==> config.mk <==
export PLATFORM = sky130hd
export DESIGN_NAME = reg_file_param
export DESIGN_NICKNAME = d
export VERILOG_FILES = /design/src/rtl/reg_file_param.sv
export SDC_FILE = /design/constraint.sdc
export NUM_CORES = 1
export LEC_CHECK = 0
export CAP_MARGIN = 40
export CORE_ASPECT_RATIO = 1.5
export CORE_UTILIZATION = 57
export DETAILED_ROUTE_END_ITERATION = 8
export DONT_BUFFER_PORTS = 1
export GPL_ROUTABILITY_DRIVEN = 0
export HOLD_SLACK_MARGIN = 0.15
export PLACE_DENSITY = 0.85
export SYNTH_ARGS = -nofsm -noshare
export SYNTH_HDL_FRONTEND = slang
export SYNTH_SLANG_ARGS = --single-unit
==> constraint.sdc <==
create_clock -name clk -period 2.4 [get_ports clk]
set_input_delay 0.24 -clock clk [delete_from_list [all_inputs] [get_ports clk]]
set_output_delay 0.24 -clock clk [all_outputs]
set_load 0.02 [all_outputs]
Fig. 1: run 1, cell outlines without signal wires
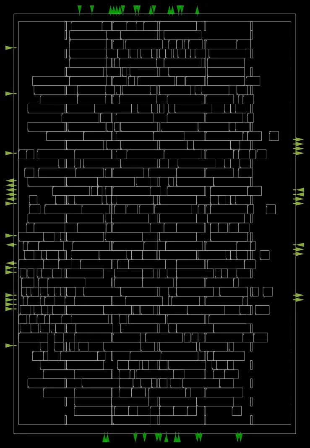
filler cell count: 620
fin util: 67.2%
Seq/total area: 53.2%
Core ar.: 0.00969 mm^2

Fig. 2: run 1, M2 wires
(2 px per um) Cells faint in the background.
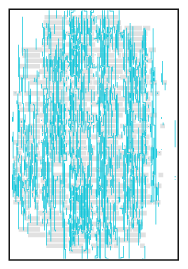
longest straight run: 70.7 um
nets with wire on the layer: 372
share of all routed wire: 54%
main direction: vertical
wire length on this layer: 7320 um
met2 Resource Use GR: 47.3%
via count: 3595

Fig. 3: run 1, met1 routing
(3 px per um) Supply wires on this layer in gray.
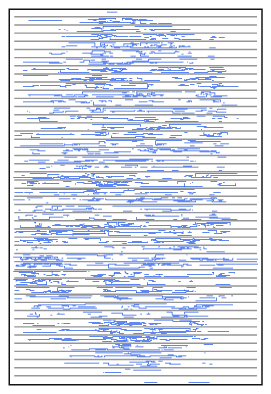
nets with wire on the layer: 387
longest straight run: 34.5 um
wire length on this layer: 4530 um
share of all routed wire: 33%
GR Layer Usage met1: 31.9%
DRT Wirelength: 13.6 mm

==> flow_metrics.py, run 1 <==
# Synthesis and PnR figures
metrics = {
    "run_status": {
        "outcome": "completed",
    },
    "pwr": {
        "power_frac_clock_pct": 52.0,
        "power_frac_comb_pct": 4.4,
        "power.density_mw_per_mm2": 801,
        "p_leak_nw": 2.14,
        "p_sw_mw": 1.02,
        "intPower_mw": 4.20,
        "p_seq_share_pct": 43.6,
        "power.total_mw": 5.22,
        "peakVddDrop_mv": 0.565,
    },
    "cells_and_area": {
        "largest_class": "sequential cells",
        "clk_share_pct": 9.78,
        "largest_reg_flops": 112,
        "final_cells": 515,
        "lay_top_count": "edfxtp_1",
        "layout-drive-gt1-share_pct": 28.3,
        "lay_top_cells": "edfxtp_1 (112), nor2_1 (35), mux4_2 (32)",
        "area_delta_synth_final_pct": 13.9,
        "design_area_mm2": 0.00651,
        "comb-cell-share_pct": 31.2,
        "buffers": 28,
    },
    "synthesis": {
        "syn_area_per_cell_um2": 15.4,
        "synth.top_cell.area_share_pct": 58.8,
        "yosys_cells": 371,
        "yosys.area_share.simple_pct": 7.79,
        "ys_top_logic_family": "multiplexers",
        "ys_area_mm2": 0.00572,
        "yosysWarnings": 0,
        "topCellsByArea": "edfxtp_1 (59%), mux4_2 (13%), a221oi_1 (4.6%)",
        "xor_area_share_pct": 0.306,
        "syn_area_mm2": 0.00572,
        "mux_share_pct": 19.1,
        "synth_top_cell_by_count": "edfxtp_1",
        "yosysTopAreaCell": "edfxtp_1",
    },
    "critical_path": {
        "end_kind": "output pin",
        "cp.required_ns": 2.16,
        "cp.arrival_ns": 1.97,
        "cp-start-kind": "register",
        "r2r_slack_ns": 0.58,
        "worstSetupPathType": "reg2out",
        "slowest_stage": "dfxtp_4",
    },
    "global_routing": {
        "grt_max_degree": 36,
        "grt_pass1_wl_mm": 21.5,
        "grt_usage_pct": 28.3,
    },
    "clock_network": {
        "clock_latency_ns": 0.42,
        "clkSinkCount": 117,
        "clk_path_buf_depth": 2,
        "cts_root_buf": "clkbuf_16",
    },
    "sta": {
        "setup-tns-final_ns": 0,
        "tightest_slew_ns": 0.742,
        "period_used_pct": 92.0,
        "finalCriticalPeriod_ns": 2.21,
        "final_max_slew_viol_count": 0,
    },
    "detailed_routing": {
        "drcViolationCount": 0,
        "wl_per_cell_um": 26.3,
        "ant_nets": 0,
    },
    "die": {
        "die_w_um": 83.8,
        "chip_area_mm2": 0.0104,
        "core_util_floorplan_pct": 59.0,
        "fp-row-count": 44,
    },
    "placed_design": {
        "hpwl_mm": 7.90,
        "placed_cell_area_mm2": 0.00586,
    },
    "flow_run": {
        "warnings": 27,
    },
}
==> run 1: power by group through the flow <==
stage | combinational (mW) | sequential [mW] | clock, mW
floorplan | 0.240 | 2.31 | 0
global placement | 0.215 | 2.31 | 0
detailed placement | 0.220 | 2.32 | 0
CTS | 0.227 | 2.28 | 2.74
global route | 0.245 | 2.28 | 2.82
finish | 0.228 | 2.28 | 2.71
==> run 1: routing by layer <==
metal  routed length, um  up-vias  share of wire [%]  GRT usage (%)
li1                    -     1525                  -              -
met1                4530     1773                 33           31.9
met2                7320      249                 54           47.3
met3                1180       48                8.7           8.28
met4                 531        0                3.9           16.8
met5                   0        -                  0              0
==> run 1: critical path: cells and delay by family, from the launching register on <==
family,cells,cell delay (ns)
buffers and inverters,4,0.84
flip-flops,1,0.44
AND/OR/NAND/NOR,1,0.28
Fig. 4: run 1, signal wires on met4
(3 px per um) Supply wires on this layer in gray.
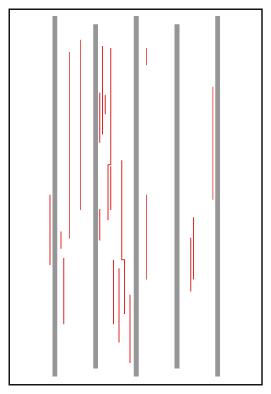

==> inputs of run 2 (changes only) <==
--- a/config.mk
+++ b/config.mk
@@ -7,12 +7,12 @@
 export LEC_CHECK = 0
 export CAP_MARGIN = 40
 export CORE_ASPECT_RATIO = 1.5
-export CORE_UTILIZATION = 57
+export CORE_UTILIZATION = 63
 export DETAILED_ROUTE_END_ITERATION = 8
 export DONT_BUFFER_PORTS = 1
 export GPL_ROUTABILITY_DRIVEN = 0
 export HOLD_SLACK_MARGIN = 0.15
-export PLACE_DENSITY = 0.85
+export PLACE_DENSITY = 0.89
 export SYNTH_ARGS = -nofsm -noshare
 export SYNTH_HDL_FRONTEND = slang
 export SYNTH_SLANG_ARGS = --single-unit
==> constraint.sdc (replaced) <==
create_clock -name clk -period 2.3 [get_ports clk]
set_input_delay 0.69 -clock clk [delete_from_list [all_inputs] [get_ports clk]]
set_output_delay 0.69 -clock clk [all_outputs]
set_load 0.02 [all_outputs]
Fig. 5: run 2, signal wires on met4
(3 px per um) Supply wires on this layer in gray.
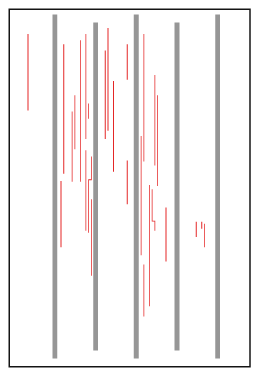
wire length on this layer: 659 um
longest straight run: 46.9 um
nets with wire on the layer: 20
DRT Wirelength: 15.2 mm
via count: 3838

Fig. 6: run 2, M3 wires
(3 px per um)
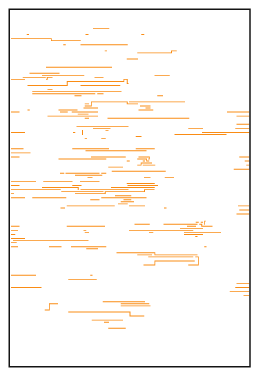
nets with wire on the layer: 88
wire length on this layer: 1170 um
longest straight run: 29.4 um
main direction: horizontal
share of all routed wire: 7.7%
M3 GR Usage: 8.11%

==> flow_metrics.py, run 2 <==
# Synthesis and PnR figures
metrics = {
    "run_status": {
        "outcome": "finished with violations",
        "violations": "setup timing",
    },
    "die": {
        "chip_area_mm2": 0.00947,
        "ioPinCount": 61,
        "die_h_um": 119,
        "fp-row-count": 42,
        "core_mm2": 0.00883,
        "core_util_floorplan_pct": 64.8,
        "die_w_um": 79.8,
        "taps": 110,
    },
    "sta": {
        "finalWorstSetupSlack_ns": -0.114,
        "setup-tns-final_ns": -0.689,
        "whs_ns": 0.335,
        "tightest_slew_ns": 0.318,
        "finalCriticalPeriod_ns": 2.41,
        "period_used_pct": 105,
        "final_max_slew_viol_count": 0,
        "slew_headroom_pct": 78.8,
        "setup_viol": 16,
        "grt_setup_unrepaired": "yes",
        "fmax_mhz": 414,
    },
    "synthesis": {
        "ys_area_mm2": 0.00572,
        "synth.top_cell.area_share_pct": 58.8,
        "syn_area_per_cell_um2": 15.4,
        "synth_top_cell_by_count": "edfxtp_1",
        "topCellsByArea": "edfxtp_1 (59%), mux4_2 (13%), a221oi_1 (4.6%)",
        "ys_seq_share_pct": 60.6,
        "yosys_cells": 371,
        "yosysTopAreaCell": "edfxtp_1",
        "syn_area_mm2": 0.00572,
        "common_cells": "edfxtp_1 (112), nor2_1 (35), mux4_2 (32), a221oi_1 (30), mux2_1 (23)",
        "synth_cell_types": 41,
        "async_reset_ff_share_pct": 0,
        "yosysWarnings": 0,
        "synthFlopType": "edfxtp_1",
    },
    "global_routing": {
        "gr-usage-met2_pct": 55.3,
        "grt_pass1_wl_mm": 21.9,
        "first_global_vias": 4003,
        "met1_usage_pct": 38.3,
        "grt_usage_pct": 33.2,
        "top_usage_layer": "met2",
        "grt_max_degree": 36,
    },
    "critical_path": {
        "end_kind": "output pin",
        "cp.depth": 4,
        "slowest_delay_ns": 0.49,
        "worstSetupPathType": "reg2out",
        "cp.arrival_ns": 1.72,
        "cp-start-kind": "register",
        "critPathBufInv": 1,
        "slowest_stage": "mux4_2",
        "crit_family": "multiplexers",
        "cp.required_ns": 1.61,
        "r2r_slack_ns": 0.29,
    },
    "pwr": {
        "pg_comb_uw": 354,
        "p_leak_nw": 2.42,
        "p_seq_mw": 2.38,
        "power_leader": "the clock network",
        "p_seq_share_pct": 45.3,
        "intPower_mw": 4.19,
        "power_frac_comb_pct": 6.7,
        "peakVddDrop_mv": 0.632,
        "power.density_mw_per_mm2": 718,
        "power_frac_clock_pct": 47.9,
        "pg_clk_mw": 2.52,
        "p_sw_mw": 1.07,
        "power.total_mw": 5.25,
    },
    "cells_and_area": {
        "design_area_mm2": 0.00732,
        "comb-cell-share_pct": 36.0,
        "final_cells": 541,
        "lay_top_cells": "edfxtp_1 (112), buf_4 (51), mux4_2 (32)",
        "clk_share_pct": 7.81,
        "antenna_cells": 0,
        "buffers": 60,
        "lay_top_count": "edfxtp_1",
        "area_delta_synth_final_pct": 28.1,
        "flop_area_mm2": 0.00347,
        "layout-drive-gt1-share_pct": 56.1,
        "sh_seq_area_pct": 47.3,
        "largest_reg_flops": 112,
        "inverters": 5,
        "fin_util_pct": 83.0,
        "fillers": 408,
        "largest_class": "sequential cells",
    },
    "clock_network": {
        "cts-resized-gates": 32,
        "clkSinkCount": 117,
        "cts_root_buf": "clkbuf_16",
        "clk_path_buf_depth": 2,
        "cts_tree": "yes",
        "clock_latency_ns": 0.41,
        "htree_levels": 4,
        "cts_setup_buffers": 14,
        "ctsHoldBuffers": 0,
    },
    "flow_run": {
        "maxCapViolations": 0,
        "warnings": 29,
    },
    "worst_hold_path": {
        "min_delay_path_depth": 1,
    },
    "detailed_routing": {
        "wl_per_cell_um": 28.1,
        "drcViolationCount": 0,
        "ant_nets": 0,
        "wl_met3_mm": 1.17,
        "routed_via_density": 7.09,
        "topRoutingLayerUsed": "met4",
        "wl_met1_mm": 5.11,
        "met2_length_mm": 8.28,
    },
    "placed_design": {
        "hpwl_mm": 8.16,
        "placed_cell_area_mm2": 0.00633,
    },
}
## run 2: cell count changes in the layout (fill, tap and decap cells not counted), sizes merged, moves of 3 or more
| cell | previous run | this run |
|---|---|---|
| buf | 27 | 60 |
| clkinv | 9 | 5 |
| clkbuf | 17 | 28 |
| clkinvlp | 3 | 0 |
| bufinv | 5 | 1 |
## run 2: logic make-up (layout without fill, tap and decap cells)
kind of cell | Yosys count | after routing | share of synthesized area, %
buffers and inverters | 37 | 97 | 4.20
adder cells (fa/ha/maj) | 1 | 1 | 0.219
AND-OR/OR-AND | 62 | 62 | 7.77
AND/OR/NAND/NOR | 87 | 87 | 7.79
flip-flops | 117 | 117 | 60.6
XOR/XNOR | 2 | 2 | 0.306
multiplexers | 65 | 65 | 19.1
No activity file was given, so power comes from the tool's default toggle rates.
